<file path="config.mk">
export PLATFORM = sky130hd
export DESIGN_NAME = if_id_skid
export DESIGN_NICKNAME = d
export VERILOG_FILES = /design/src/rtl/if_id_skid.sv
export SDC_FILE = /design/constraint.sdc
export NUM_CORES = 1
export LEC_CHECK = 0
export CORE_MARGIN = 2
export CORE_UTILIZATION = 55
export DETAILED_ROUTE_END_ITERATION = 10
export GPL_TIMING_DRIVEN = 0
export PLACE_DENSITY = 0.85
export SYNTH_ARGS = -nofsm -noshare
export SYNTH_HDL_FRONTEND = slang
export SYNTH_SLANG_ARGS = --single-unit
</file>
<file path="constraint.sdc">
create_clock -name clk -period 3.8 [get_ports clk]
set_input_delay 0.38 -clock clk [delete_from_list [all_inputs] [get_ports clk]]
set_output_delay 0.38 -clock clk [all_outputs]
set_load 0.05 [all_outputs]
</file>
<file path="src/rtl/if_id_skid.sv">
// IF/ID pipeline register with a one-entry skid buffer.
// Holds up to two fetched instructions (main + skid) so the fetch stage sees a
// ready signal decoded purely from registered state, while decode still gets
// one instruction per cycle under a sustained stream. All outputs are flops.
module if_id_skid #(
  parameter int unsigned         INSTR_W      = 32,
  parameter int unsigned         ADDR_W       = 14,
  parameter logic [INSTR_W-1:0]  BUBBLE_INSTR = '0
) (
  input  logic               clk,
  input  logic               rst_n,
  input  logic               flush_i,
  input  logic               in_valid_i,
  output logic               in_ready_o,
  input  logic [INSTR_W-1:0] instr_i,
  input  logic [ADDR_W-1:0]  addr_i,
  output logic               out_valid_o,
  input  logic               out_ready_i,
  output logic [INSTR_W-1:0] instr_o,
  output logic [ADDR_W-1:0]  addr_o,
  output logic [1:0]         count_o
);

  typedef enum logic [1:0] {
    ST_EMPTY = 2'd0,
    ST_ONE   = 2'd1,
    ST_FULL  = 2'd2
  } state_e;

  state_e               state_q, state_d;
  logic [INSTR_W-1:0]   main_instr_q, main_instr_d;
  logic [ADDR_W-1:0]    main_addr_q, main_addr_d;
  logic [INSTR_W-1:0]   skid_instr_q, skid_instr_d;
  logic [ADDR_W-1:0]    skid_addr_q, skid_addr_d;
  logic                 in_ready_q, in_ready_d;
  logic                 out_valid_q, out_valid_d;
  logic [1:0]           count_q, count_d;

  logic                 accept;
  logic                 consume;

  // Handshakes use the registered flags, so no input-to-ready path exists.
  assign accept  = in_valid_i & in_ready_q;
  assign consume = out_valid_q & out_ready_i;

  // Next-state, entry movement and registered status flags.
  always_comb begin
    state_d      = state_q;
    main_instr_d = main_instr_q;
    main_addr_d  = main_addr_q;
    skid_instr_d = skid_instr_q;
    skid_addr_d  = skid_addr_q;

    unique case (state_q)
      ST_EMPTY: begin
        if (accept) begin
          main_instr_d = instr_i;
          main_addr_d  = addr_i;
          state_d      = ST_ONE;
        end
      end
      ST_ONE: begin
        if (accept && consume) begin
          main_instr_d = instr_i;
          main_addr_d  = addr_i;
        end else if (accept) begin
          skid_instr_d = instr_i;
          skid_addr_d  = addr_i;
          state_d      = ST_FULL;
        end else if (consume) begin
          // Main is cleared so the output shows a bubble while empty.
          main_instr_d = BUBBLE_INSTR;
          main_addr_d  = '0;
          state_d      = ST_EMPTY;
        end
      end
      ST_FULL: begin
        if (consume) begin
          main_instr_d = skid_instr_q;
          main_addr_d  = skid_addr_q;
          skid_instr_d = BUBBLE_INSTR;
          skid_addr_d  = '0;
          state_d      = ST_ONE;
        end
      end
      default: begin
        state_d      = ST_EMPTY;
        main_instr_d = BUBBLE_INSTR;
        main_addr_d  = '0;
        skid_instr_d = BUBBLE_INSTR;
        skid_addr_d  = '0;
      end
    endcase

    // Redirect wins over any handshake in the same cycle.
    if (flush_i) begin
      state_d      = ST_EMPTY;
      main_instr_d = BUBBLE_INSTR;
      main_addr_d  = '0;
      skid_instr_d = BUBBLE_INSTR;
      skid_addr_d  = '0;
    end

    in_ready_d  = (state_d != ST_FULL);
    out_valid_d = (state_d != ST_EMPTY);
    unique case (state_d)
      ST_ONE:  count_d = 2'd1;
      ST_FULL: count_d = 2'd2;
      default: count_d = 2'd0;
    endcase
  end

  // State and entry registers with synchronous active-low reset.
  always_ff @(posedge clk) begin
    if (!rst_n) begin
      state_q      <= ST_EMPTY;
      main_instr_q <= BUBBLE_INSTR;
      main_addr_q  <= '0;
      skid_instr_q <= BUBBLE_INSTR;
      skid_addr_q  <= '0;
      in_ready_q   <= 1'b1;
      out_valid_q  <= 1'b0;
      count_q      <= 2'd0;
    end else begin
      state_q      <= state_d;
      main_instr_q <= main_instr_d;
      main_addr_q  <= main_addr_d;
      skid_instr_q <= skid_instr_d;
      skid_addr_q  <= skid_addr_d;
      in_ready_q   <= in_ready_d;
      out_valid_q  <= out_valid_d;
      count_q      <= count_d;
    end
  end

  assign in_ready_o  = in_ready_q;
  assign out_valid_o = out_valid_q;
  assign count_o     = count_q;
  assign instr_o     = main_instr_q;
  assign addr_o      = main_addr_q;

endmodule

</file>
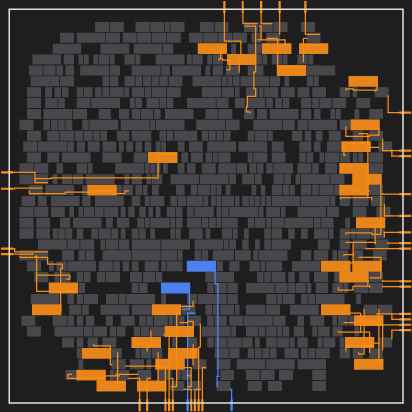
Fig. 1. Nets reached from selected ports (run 1).
(4 px per µm)
Key: instr_o = orange [bits 32, direction output, edge 14 east, 9 south, 5 north, 4 west, end cells 32, buffers 32, wire 773 µm]; count_o = blue [bits 2, direction output, edge south, end cells 2, buffers 2, wire 63.5 µm]

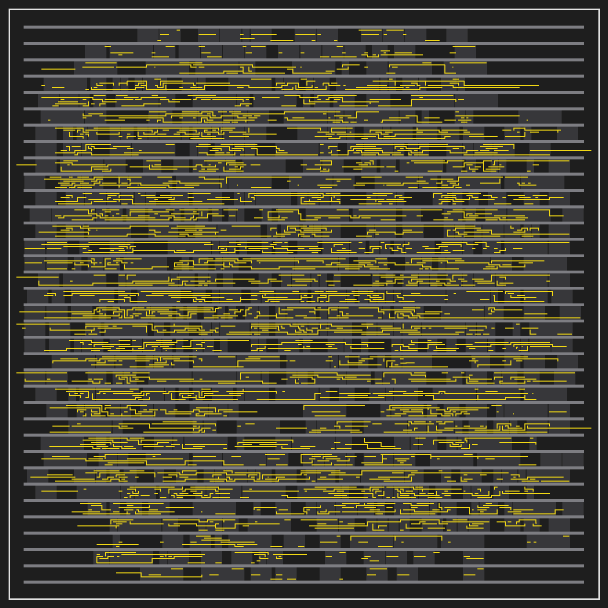
Fig. 2. Metal 1 (run 1).
(6 px per µm) Supply wires on this layer in gray. Cells faint in the background.
The layer holds 40% of the routed length. The layer carries 5800 µm of wire. The longest straight run is 38.6 µm.

==> results.ini, run 1 <==
[floorplanning]
dieArea_mm2 = 0.00962
fp-utilization = 0.564
fp.dieH_um = 98.1
die_x_um = 98.1
ios = 101

[timing]
fin_crit_ps = 2130
fmaxAchievable_mhz = 470
clock_skew_ps = 10.0
drv_slew = 0
setup_viol = 0
fin_crit_sh = 0.560
worstMarginPinSlew_ps = 653
holdWs_ps = 477
setup_tns_ps = 0
rsz0062_at_grt = false
slew_headroom = 0.562
finalHoldViolCount = 0

[synthesis]
synthCells = 562
synth-async-reset-ratio = 0
flop_cell = dfxtp_1
synth-edff-count = 0
ys_cells = 562
synth_flops = 98
avgSynthCellArea_um2 = 8.66
ys.warnings.count = 0
netlist_area_mm2 = 0.00487
top_area_cell = dfxtp_1
top_cells_by_count = dfxtp_1, a21oi_1, nor2_1
synth_top_area_share = 0.403
synth_nets = 613
area_leaders = dfxtp_1, mux2i_1, a22oi_1, a21oi_1, o32ai_1
yosysUniqueCellTypes = 33
yosys.cell_count.top_type = dfxtp_1
yosysSeqAreaShare = 0.403
ys_area_mm2 = 0.00487

[global_routing]
use_met3 = 0.0537
met1_usage = 0.374
grt_pass1_vias = 4774
busiest_layer = met2
grtUsageTotal = 0.294
grt_start_max_net_pins = 17
grt.overflow.total = 0
grt_util_met2 = 0.497
grt_pass1_wl_mm = 23.4
antenna_found_initial = 0

[cts]
cts_tree = yes
cts-resized-gates = 0
root_buffer = clkbuf_8
cts_buffer_depth = 2
cts_setup_buffers = 0
ctsHoldBuffers = 0
htreeDepth = 3
clk-insertion-delay-late_ps = 380
cts.sinks = 98
clkTransAtPathRegs_ps = 90
cts_buffers = 9

[power]
switching_share = 0.313
power.switching_w = 0.000676
ir_drop_uv = 190
seq_power_share = 0.493
power.leakage_nw = 2.00
internal_power_w = 0.00148
p_comb_frac = 0.209
cellPowerDensity_mw_per_mm2 = 348
clockPowerShare = 0.298
total_power_w = 0.00216

[setup_path]
cp_top_family = buffers and inverters
cp-end-kind = output port
reg2reg_depth = 6
path_class = flop to output port
cp-start-kind = flop
r2r_slack_ps = 1850
critPathLaunch = out_valid_o$_SDFF_PN0_
rr_endpoint = addr_o[9]$_SDFFE_PP0P_
crit_chain = clkdlybuf4s50_1
slowest_stage = clkdlybuf4s50_1
rr_startpoint = out_valid_o$_SDFF_PN0_
critPathArrivalTime_ps = 1750
crit_fanout = 6
crit_buf_inv = 1
cp_data_required_time_ps = 3420
max_stage_delay_ps = 870

[min_path]
hp-class = flop to flop
holdPathEnd = skid_instr_q[15]$_SDFFE_PP0P_
holdPathStages = 2
worstHoldStart = skid_instr_q[15]$_SDFFE_PP0P_

[place]
place_inst = 770
gp_congestion = 0.809
hpwlAfterDp_mm = 10.0
portBuffers = 100

[finish]
diodes = 0
final_nets = 724
fin_cells = 786
final_util = 0.716
area_delta_synth_final_pct = 27.1
drive_above_1_share = 0.0723

[route]
viasPerCell = 6.32
drt-total-wl_mm = 14.4
drtAntennaViolNets = 0
drc = 0
first_pass_iters = 5
num_vias = 4970
drt-initial-drc-count = 415
wire_per_inst_um = 18.3

[flow_run]
warning_count = 26
drv_cap = 0

[outcome]
outcome = completed

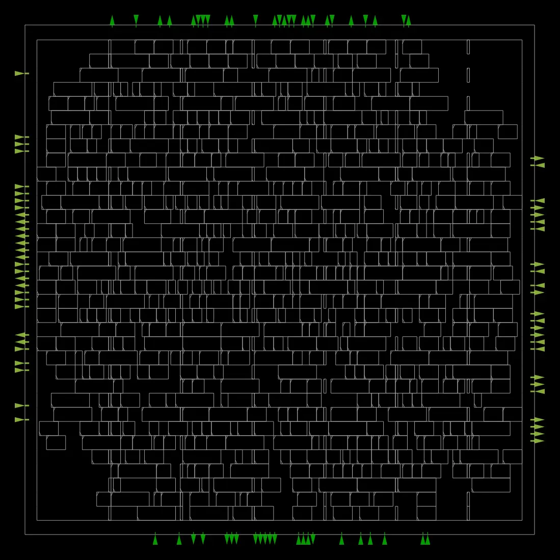
Fig. 3. Cell outlines without signal wires (run 1).
Layout fillers: 679
Core Area: 0.00864 mm²
Rows: 34

==> run 1: stage by stage <==
step,setup WS (ps),cell area [µm²]
2_1_floorplan,1960,4870
4_1_cts,1680,6180
5_1_grt,1620,6180
3_3_place_gp,1470,6000
6_report,1670,6180
3_5_place_dp,1410,6000
==> run 1: final cells by class <==
cell class | count | area [µm²] | area share
inverter | 26 | 97.6 | 0.0158
sequential | 98 | 1960 | 0.317
multi-input combinational | 371 | 2480 | 0.401
clock inverter | 5 | 40.0 | 0.00647
tap | 108 | 135 | 0.0218
timing repair buffer | 100 | 1000 | 0.162
clock buffer | 11 | 141 | 0.0229
buffer | 67 | 329 | 0.0532
==> run 1: worst max-delay path by stage <==
stage                               endpoint  slack (ps)  depth (start not counted)
2_1_floorplan  skid_instr_q[17]$_SDFFE_PP0P_        1960                          6
3_3_place_gp        instr_o[15]$_SDFFE_PP0P_        1470                          6
3_5_place_dp          addr_o[9]$_SDFFE_PP0P_        1410                          7
4_1_cts                          out_valid_o        1680                          1
5_1_grt             instr_o[20]$_SDFFE_PP0P_        1620                          7
6_report                         out_valid_o        1670                          1
==> run 1: power groups by stage <==
stage	logic (W)	clock network [W]	registers, W
final	0.000450	0.000643	0.00106
after floorplan	0.000212	0	0.00115
after global routing	0.000480	0.000680	0.00107
after CTS	0.000444	0.000641	0.00106
after detailed placement	0.000441	0	0.00109
after global placement	0.000430	0	0.00108
==> run 1: cells in the final DEF (no fill, tap or decap), types with 4 or more instances in the layout <==
master             n
clkdlybuf4s50_1  100
dfxtp_1           98
nor2_1            50
a21oi_1           50
mux2i_1           46
a22oi_1           46
clkbuf_1          43
o21ai_0           40
inv_1             26
o32ai_1           25
or4_1             23
nand4b_1          23
nand3_1           22
o22ai_1           21
buf_2             14
clkbuf_8          10
buf_6              6
o21ai_1            6
buf_4              4
==> run 1: sequential cells by signal (all words and copies together), names as in the netlist <==
register,flops
addr_o,14
count_o,2
in_ready_o,1
instr_o,32
out_valid_o,1
skid_addr_q,14
skid_instr_q,32
state_q,2
==> run 1: worst reg2reg max path: cells and delay by family (launching register included) <==
family	cells	cell delay, ps
DFF	1	500
buffers and inverters	2	550
and+or+nand+nor	2	240
AOI/OAI and AO/OA	2	590
==> run 1: kinds of logic (layout without fill, tap and decap cells) <==
group / count (synthesis) / in the layout / share of synthesized area
AOI/OAI and AO/OA: 193 / 193 / 0.255
xor gates and xnor gates: 1 / 1 / 0.00180
buffers and inverters: 93 / 209 / 0.0877
DFF: 98 / 98 / 0.403
muxes: 47 / 47 / 0.0969
and+or+nand+nor: 130 / 130 / 0.156
==> run 1: metal layers <==
metal	share of wire	up-vias
met1	0.40	2360
li1	-	2313
met2	0.49	257
met4	0.023	0
met5	0	-
met3	0.083	40
Fig. 4: run 1, cell sizes after repair
(4 px per µm)
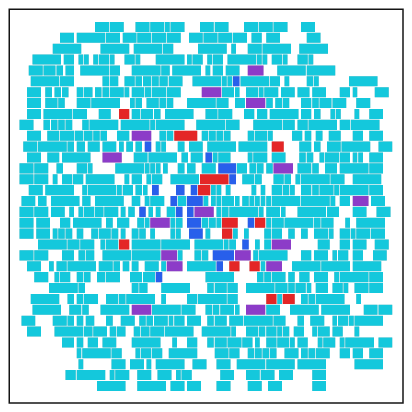

==> run 2, diff against run 1 <==
--- a/config.mk
+++ b/config.mk
@@ -6,10 +6,10 @@
 export NUM_CORES = 1
 export LEC_CHECK = 0
 export CORE_MARGIN = 2
-export CORE_UTILIZATION = 55
+export CORE_UTILIZATION = 46
 export DETAILED_ROUTE_END_ITERATION = 10
 export GPL_TIMING_DRIVEN = 0
-export PLACE_DENSITY = 0.85
+export PLACE_DENSITY = 0.76
 export SYNTH_ARGS = -nofsm -noshare
 export SYNTH_HDL_FRONTEND = slang
 export SYNTH_SLANG_ARGS = --single-unit
==> constraint.sdc (replaced) <==
create_clock -name clk -period 1.85 [get_ports clk]
set_input_delay 0.185 -clock clk [delete_from_list [all_inputs] [get_ports clk]]
set_output_delay 0.185 -clock clk [all_outputs]
set_load 0.05 [all_outputs]
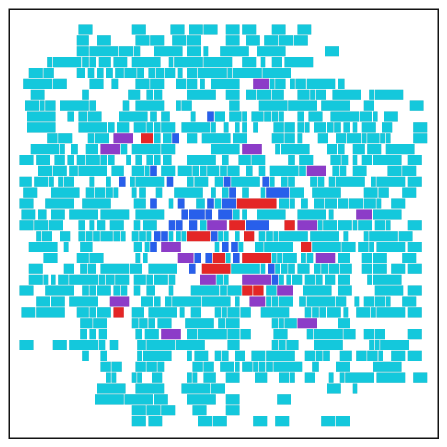
Fig. 5. Cell sizes after repair (run 2).
(4 px per µm)
Key: drive 6 and up = purple [cells 18, share 2.7%, most used clkbuf_8]; drive 2 = blue [cells 33, share 4.9%, most used buf_2]; drive 3 to 4 = red [cells 13, share 1.9%, most used buf_4]; drive 1 or less = cyan [cells 615, share 91%]

==> results.ini, run 2 <==
[setup_path]
path_class = flop to flop  ; was flop to output port
critPathArrivalTime_ps = 2090  ; was 1750 ps
critPathLaunch = out_valid_o$_SDFF_PN0_  ; unchanged
reg2reg_depth = 6  ; unchanged
cp-start-kind = flop  ; unchanged
r2r_slack_ps = 60  ; was 1850 ps
crit_fanout = 10  ; was 6
rr_startpoint = out_valid_o$_SDFF_PN0_  ; unchanged
max_stage_delay_ps = 390  ; was 870 ps
crit_chain = and2_1 -> buf_2 -> nor2_1 -> buf_2 -> nand4b_1 -> a21oi_1  ; was clkdlybuf4s50_1
cp-end-kind = flop  ; was output port
cp_data_required_time_ps = 2140  ; was 3420 ps
cp_top_family = simple AND/OR/NAND/NOR gates  ; was buffers and inverters

[synthesis]
yosysSeqAreaShare = 0.403  ; unchanged
synth-edff-count = 0  ; unchanged
top_area_cell = dfxtp_1  ; unchanged
yosys.cell_count.top_type = dfxtp_1  ; unchanged
synth-async-reset-ratio = 0  ; unchanged
ys_area_mm2 = 0.00487  ; unchanged
ys.warnings.count = 0  ; unchanged
netlist_area_mm2 = 0.00487  ; unchanged
ys_cells = 562  ; unchanged
flop_cell = dfxtp_1  ; unchanged
yosysUniqueCellTypes = 33  ; unchanged
synthCells = 562  ; unchanged
area_leaders = dfxtp_1, mux2i_1, a22oi_1, a21oi_1, o32ai_1  ; unchanged
avgSynthCellArea_um2 = 8.66  ; unchanged
synth_flops = 98  ; unchanged
synth_top_area_share = 0.403  ; unchanged

[floorplanning]
fp.coreArea_mm2 = 0.0103  ; was 0.00864 mm²
num_rows = 37  ; was 34
dieArea_mm2 = 0.0114  ; was 0.00962 mm²
die_x_um = 107  ; was 98.1 µm
fp-utilization = 0.474  ; was 0.564

[route]
drt-initial-drc-count = 435  ; was 415
drtAntennaViolNets = 0  ; unchanged
num_vias = 4928  ; was 4970
drt-total-wl_mm = 14.3  ; was 14.4 mm
first_pass_iters = 5  ; unchanged
viasPerCell = 6.05  ; was 6.32

[place]
gp_congestion = 0.803  ; was 0.809
hpwlAfterDp_mm = 10.2  ; was 10.0 mm

[power]
switching_share = 0.304  ; was 0.313
p_comb_frac = 0.212  ; was 0.209
power.leakage_nw = 2.07  ; was 2.00 nW
seq_power_share = 0.492  ; was 0.493
ir_drop_uv = 421  ; was 190 µV

[global_routing]
grt_start_max_net_pins = 16  ; was 17
grt_pass1_vias = 4753  ; was 4774
grt_pass1_wl_mm = 23.0  ; was 23.4 mm
grtUsageTotal = 0.249  ; was 0.294

[timing]
fin_crit_ps = 1790
setup_tns_ps = 0  ; unchanged
drv_slew = 0  ; unchanged
slew_headroom = 0.617  ; was 0.562
worstMarginPinSlew_ps = 575  ; was 653 ps
fin_crit_sh = 0.970
clock_skew_ps = 13.7  ; was 10.0 ps
rsz0062_at_grt = false  ; unchanged
finalHoldViolCount = 0  ; unchanged

[finish]
seq_area_mm2 = 0.00196  ; unchanged
final_util = 0.612  ; was 0.716
area_delta_synth_final_pct = 29.2  ; was 27.1%
drive_above_1_share = 0.0943  ; was 0.0723
design_area_mm2 = 0.00629  ; was 0.00618 mm²
nFillCells = 887  ; was 679
logic_area_mm2 = 0.00251  ; was 0.00248 mm²
final_cell_mix = dfxtp_1, clkdlybuf4s50_1, nor2_1, a21oi_1  ; was clkdlybuf4s50_1, dfxtp_1, nor2_1, a21oi_1
final_nets = 725  ; was 724

[flow_run]
drv_cap = 0  ; unchanged

[outcome]
outcome = completed  ; unchanged

[min_path]
hp-class = input pin to flop  ; was flop to flop
holdPathEnd = skid_addr_q[10]$_SDFFE_PP0P_  ; was skid_instr_q[15]$_SDFFE_PP0P_
worstHoldStart = addr_i[10]  ; was skid_instr_q[15]$_SDFFE_PP0P_

[cts]
clk-insertion-delay-late_ps = 370  ; was 380 ps
cts_buffers = 9  ; unchanged
cts_buffer_depth = 2  ; unchanged
ctsHoldBuffers = 0  ; unchanged
root_buffer = clkbuf_8  ; unchanged
htreeDepth = 3  ; unchanged

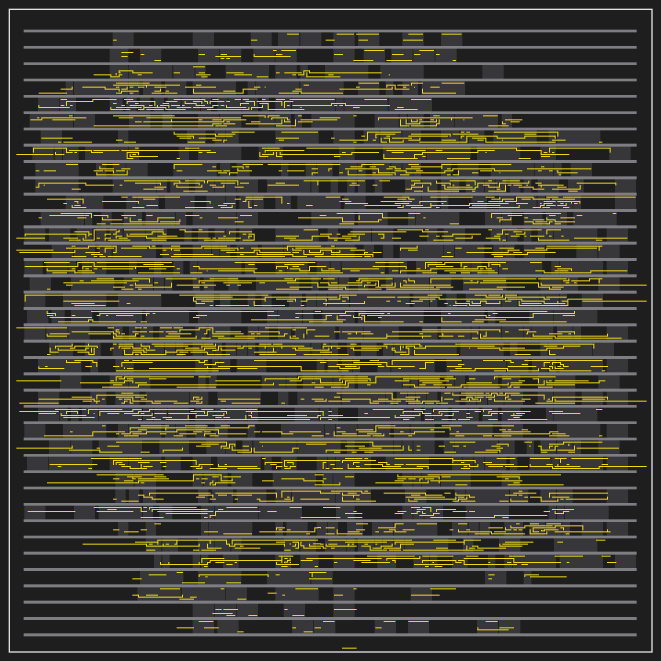
Fig. 6. Metal 1 (run 2).
(6 px per µm) Supply wires on this layer in gray. Cells faint in the background.
The layer carries 5930 µm of wire. The longest straight run is 35.0 µm.

-- run 2: cell counts after synthesis --
Identical to the previous run, type by type.
-- run 2: layout make-up --
type                       instances  area share
buffer                            67      0.0549
clock buffer                      13      0.0253
clock inverter                     3     0.00378
inverter                          26      0.0155
multi-input combinational        371       0.400
sequential                        98       0.312
tap                              136      0.0271
timing repair buffer             101       0.162
-- run 2: routing by layer --
| layer | vias up | global-route usage | part of all wire |
|---|---|---|---|
| met5 | - | 0 | 0 |
| met4 | 0 | 0.0751 | 0.016 |
| met3 | 22 | 0.0553 | 0.080 |
| met2 | 225 | 0.412 | 0.49 |
| met1 | 2364 | 0.325 | 0.42 |
| li1 | 2317 | - | - |
-- run 2: cells by family after synthesis --
group,after synthesis,share of synthesized area
flops,98,0.403
xor+xnor,1,0.00180
mux,47,0.0969
simple gates,130,0.156
buf+inv,93,0.0877
compound gates,193,0.255
-- run 2: power by group through the flow --
stage                     clock, W  sequential, W  combinational (W)
final                      0.00132        0.00218           0.000941
after global routing       0.00141        0.00219            0.00101
after CTS                  0.00133        0.00218           0.000914
after detailed placement         0        0.00223           0.000906
after global placement           0        0.00223           0.000891
after floorplan                  0        0.00235           0.000436
-- run 2: how the worst max path moves through the flow --
stage / slack, ps / to / cells past startpoint
floorplan: 8 / skid_instr_q[17]$_SDFFE_PP0P_ / 6
global placement: -310 / instr_o[30]$_SDFFE_PP0P_ / 7
detailed placement: -370 / addr_o[10]$_SDFFE_PP0P_ / 6
CTS: 9 / addr_o[10]$_SDFFE_PP0P_ / 6
global route: 2 / skid_instr_q[6]$_SDFFE_PP0P_ / 6
finish: 60 / skid_instr_q[5]$_SDFFE_PP0P_ / 6
-- run 2: stage by stage --
stage	total power, W	hold WS (ps)	instances	worst slack [ps]
finish	0.00444	459	815	55.0
global route	0.00460	462	815	2.37
CTS	0.00443	448	814	8.63
detailed placement	0.00314	467	798	-372
global placement	0.00312	456	798	-312
floorplan	0.00279	354	562	7.56
-- run 2: what timing repair did --
| action | 4_1_cts | 5_1_grt |
|---|---|---|
| endpoints found under the setup margin | 24 | 43 |
| pin swaps | 0 | 1 |
| gates resized | 6 | 23 |
| buffers inserted | 0 | 1 |
-- run 2: worst min-delay path, stage by stage --
cell and delay (ps):
clkdlybuf4s50_1 440, nand4b_1 100, a21oi_1 60
Power and IR drop assume default switching activity.
